==> config.mk <==
export PLATFORM = sky130hd
export DESIGN_NAME = serial_adder
export DESIGN_NICKNAME = d
export VERILOG_FILES = /design/src/rtl/serial_adder_pkg.sv /design/src/rtl/fadd.sv /design/src/rtl/serial_adder.sv
export SDC_FILE = /design/constraint.sdc
export NUM_CORES = 1
export LEC_CHECK = 0
export CAP_MARGIN = 40
export CORE_ASPECT_RATIO = 0.9
export CORE_MARGIN = 5
export CORE_UTILIZATION = 45
export CTS_CLUSTER_DIAMETER = 150
export DETAILED_ROUTE_END_ITERATION = 6
export PLACE_DENSITY = 0.7
export SYNTH_ARGS = -nofsm -noshare
export SYNTH_HDL_FRONTEND = slang
export SYNTH_SLANG_ARGS = --single-unit
==> constraint.sdc <==
create_clock -name clk -period 2.1 [get_ports clk]
set_input_delay 0.42 -clock clk [delete_from_list [all_inputs] [get_ports clk]]
set_output_delay 0.42 -clock clk [all_outputs]
set_load 0.005 [all_outputs]
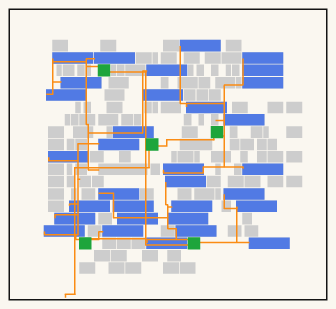
Fig. 1. Clock wires, drivers and flops (run 1).
[flip-flops] blue | count: 32
[cells driving clock nets] green | count: 5
[clock wires] orange | length: 424 µm
routed clock nets	6
Late-Pin Clk Latency: 340 ps
clock power share: 17.5%
clk pwr: 473 µW
Clock Skews: 3.42 ps

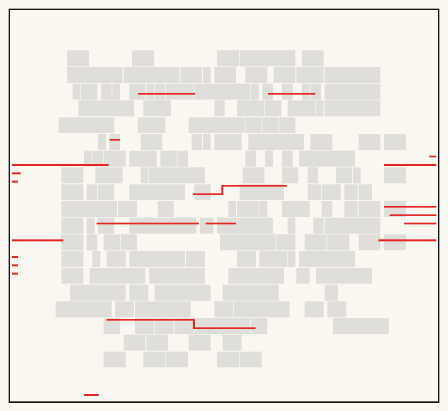
Fig. 2. Met3 routing (run 1).
nets with wire on the layer	18
wire length on this layer	148 µm
via count: 1045
met3 Track Usage GR: 5.88%
WL final: 2930 µm

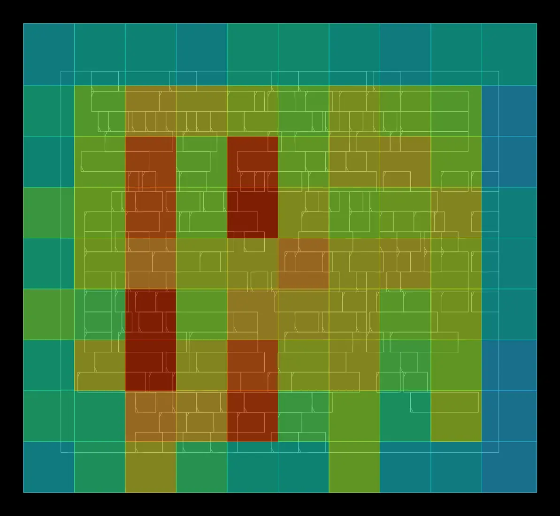
Fig. 3. Congestion heat map (run 1).
GRT Max-Usage Layer: met2
GRT met1 Usage: 18.5%
overall routing resource usage: 14.7%

==> reports/qor.yml, run 1 <==
synthesis:
  ff_type: "dfrtp_1"
  ys_cells: 119
  synthCells: 119
  ys_warn_count: 0
final_timing:
  tightest_slew_ps: 554
  fmax_mhz: 524
  rsz0062_at_grt: "false"
  hold_viol: 0
  slew_violations: 0
clock_tree:
  ctsHtreeMaxLevel: 2
  numCtsBuffers: 5
  cts-hold-fix-buffers: 0
status:
  status: "finished, final reports clean"
global_route:
  grt_pass1_vias: 1079
  grt_overflow: 0
  antenna_found_initial: 0
critical_path:
  cpPeakStageDelay_ps: 490
  crit_required_ps: 1680
  cp_slowest_cell: "clkdlybuf4s50_1"
  path_class: "register to output pin"
  critPathArrivalTime_ps: 1490
  worstPathCellList: "nand2b_1 -> clkinv_4 -> clkdlybuf4s50_1"
floorplan:
  fp-utilization_pct: 46.8
  die_area_mm2: 0.00442
  coreArea_mm2: 0.00307
pwr:
  peakVddDrop_mv: 0.757
  p_total_uw: 2700
  powerDensity_mw_per_mm2: 1450
layout:
  antennaDiodeCount: 0
  fillCellCount: 257
  drive_gt1_share_pct: 18.6
placement:
  gp_congestion: 0.749
  dpl_cell_area_mm2: 0.00175
job:
  drv_cap: 0
  log.warning_count: 26
routing:
  dr.pass1.iters: 4
  avgViaCountPerCell: 5.28
hold_path:
  min_path_type: "primary input to asynchronous set/reset pin"
[run 1: report_power, final]
part | switching, µW | leakage [µW] | internal, µW
clock | 225 | 0.0000412 | 248
combinational | 545 | 0.000393 | 619
sequential | 177 | 0.000408 | 885
[run 1: final cells by class]
cell class | instances | area share, %
Clock inverter | 3 | 2.29
Tap cell | 42 | 2.82
Timing Repair Buffer | 38 | 19.4
Inverter | 5 | 1.28
Multi-Input combinational cell | 73 | 29.2
Sequential cell | 32 | 43.0
Clock buffer | 5 | 2.02
[run 1: cell usage in the layout, fill, tap and decap left out, drive strengths merged, types with 3 or more instances in the layout]
master | netlist | layout
buf | 8 | 8
nand2 | 13 | 13
dfrtp | 32 | 32
inv | 5 | 4
clkdlybuf4s50 | 0 | 30
clkbuf | 1 | 5
a22oi | 12 | 12
nor2 | 3 | 3
a22o | 11 | 11
a221o | 3 | 3
nand3 | 12 | 12
[run 1: repair_timing]
action,CTS,global route
setup endpoints to repair,0,1
buffers inserted,0,4
resized,0,1
[run 1: layer usage]
metal	GRT usage [%]	part of all wire, %	vias to the layer above
met4	7.32	2.2	0
met2	21.8	46	27
li1	-	-	498
met3	5.88	5.1	5
met1	18.5	47	515
met5	0	0	-
[run 1: through the flow]
step	utilization, %	cells
detailed placement	57.0	186
global placement	57.0	186
global route	60.7	198
floorplan	-	119
finish	60.7	198
CTS	59.6	194
[run 1: kinds of logic (layout without fill, tap and decap cells)]
kind of cell | Yosys count | count (layout) | synth area share, %
buffers and inverters | 14 | 51 | 6.45
DFF | 32 | 32 | 55.7
xor gates and xnor gates | 1 | 1 | 0.610
muxes | 2 | 2 | 1.39
AOI/OAI and AO/OA | 30 | 30 | 20.4
adders and majority gates | 2 | 2 | 2.26
and+or+nand+nor | 38 | 38 | 13.2
[run 1: critical path: cells and delay by family, from the launching register on]
kind	cells	cell delay, ps
flip-flops	1	380
buffers and inverters	2	570
AND/OR/NAND/NOR	1	190
==> inputs of run 2 (changes only) <==
Settings changed: CORE_MARGIN 5 to not set.
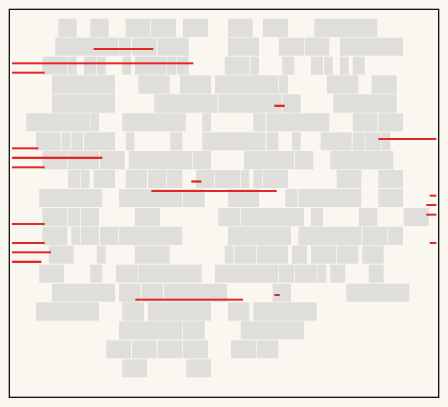
Fig. 4. Met3 routing (run 2).
share of all routed wire	4.4%
wire length on this layer	124 µm
WL final: 2840 µm
met3 Track Usage GR: 6.98%
via count: 1023

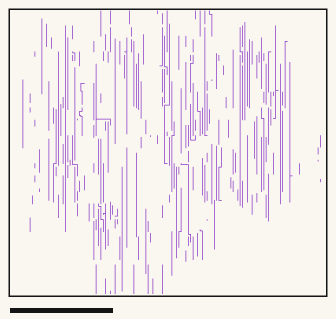
Fig. 5. Met2 routing (run 2).
Bar = 20 µm.
main direction	vertical
wire length on this layer	1410 µm
longest straight run	40.1 µm
nets with wire on the layer	146
met2 Track Usage GR: 27.5%

==> run 2 against run 1 <==
Net effect: sequential cell count is the same; combinational power shrank 4%; global-route usage grew 4.2 points; clock-buffer cell count grew 3; first-iteration DRC count shrank 46%; sequential share of layout area grew 1.2 points; via count shrank 2.1%; worst setup slack lost 99 ps; register-to-register slack gained 260 ps; die area shrank 23%; critical path depth is the same; clock power shrank 25%; largest power group unchanged; highest routed layer unchanged.
==> reports/qor.yml, run 2 <==
status:
  status: "finished, final reports clean"
critical_path:
  crit_required_ps: 1680  # about the same
  path_class: "register to output pin"
  critPathArrivalTime_ps: 1590  # +100 ps
synthesis:
  ys_cells: 119  # unchanged
  ys_warn_count: 0  # unchanged
routing:
  dr.pass1.iters: 4  # unchanged
hold_path:
  min_path_type: "primary input to asynchronous set/reset pin"
layout:
  fillCellCount: 283  # +10%
  drive_gt1_share_pct: 15.1  # -3.5 points
  layout_top_cell: "dfrtp_1"
  fin_util_pct: 59.5  # -1.2 points
  antennaDiodeCount: 0  # unchanged
  final_cell_mix: "dfrtp_1 (32), clkdlybuf4s50_1 (30), nand2_1 (13)"
global_route:
  grt_usage_pct: 18.9  # +4.2 points
  grt_pass1_vias: 1004  # -7.0%
  grt_overflow: 0  # unchanged
clock_tree:
  ctsHtreeMaxLevel: 2  # unchanged
  post_cts_buffers: 0  # unchanged
  numCtsBuffers: 5  # unchanged
floorplan:
  coreArea_mm2: 0.00304  # -0.78%
  fp-utilization_pct: 47.2  # +0.37 points
job:
  drv_cap: 0  # unchanged
  log.warning_count: 26  # unchanged
placement:
  gp_congestion: 0.710  # -5.2%
final_timing:
  tightest_slew_ps: 573  # +19.0 ps
  fmax_mhz: 498  # -4.9%
  slew_violations: 0  # unchanged
  hold_viol: 0  # unchanged
## run 2: through the flow
stage          TNS, ps  area, µm²  setup slack, ps  total power (µW)  instances
3_5_place_dp         0       1750              256              2200        186
2_1_floorplan        0       1440              743              1860        119
3_3_place_gp         0       1750              325              2150        186
5_1_grt          -5.19       1810            -5.19              2730        194
4_1_cts              0       1810             20.4              2580        194
6_report             0       1810             93.7              2540        194
## run 2: area by class of cell
class / instances / area share, %
sequential: 32 / 44.3
multi-input combinational: 73 / 30.0
timing repair buffer: 34 / 18.3
clock buffer: 8 / 3.25
tap: 42 / 2.90
inverter: 5 / 1.31
## run 2: cell families (layout without fill, tap and decap cells)
group | after synthesis | after routing | synth area share [%]
mux | 2 | 2 | 1.39
simple gates | 38 | 38 | 13.2
compound gates | 30 | 30 | 20.4
buf+inv | 14 | 47 | 6.45
flops | 32 | 32 | 55.7
fa+ha+maj | 2 | 2 | 2.26
xor+xnor | 1 | 1 | 0.610
## run 2: power by group
part	switching, µW	internal, µW	total (µW)
clock	190	165	356
sequential	183	886	1070
combinational	545	570	1110
## run 2: routing by layer
layer	routed length [µm]	vias up	global-route usage, %
met4	44	0	6.67
li1	-	494	-
met5	0	-	0
met2	1410	23	27.5
met3	123	5	6.98
met1	1260	501	25.8
## run 2: worst max-delay path, cell delays in order (launching register included)
cell,delay [ps]
dfrtp_1,380
nand2b_1,200
clkinv_4,160
clkdlybuf4s50_1,520
## run 2: repair_timing
action                     in CTS  in global routing
setup endpoints to repair       0                  1
hold buffers                    0                  0
gates resized                   0                  1
No activity file was given, so power comes from the tool's default toggle rates.
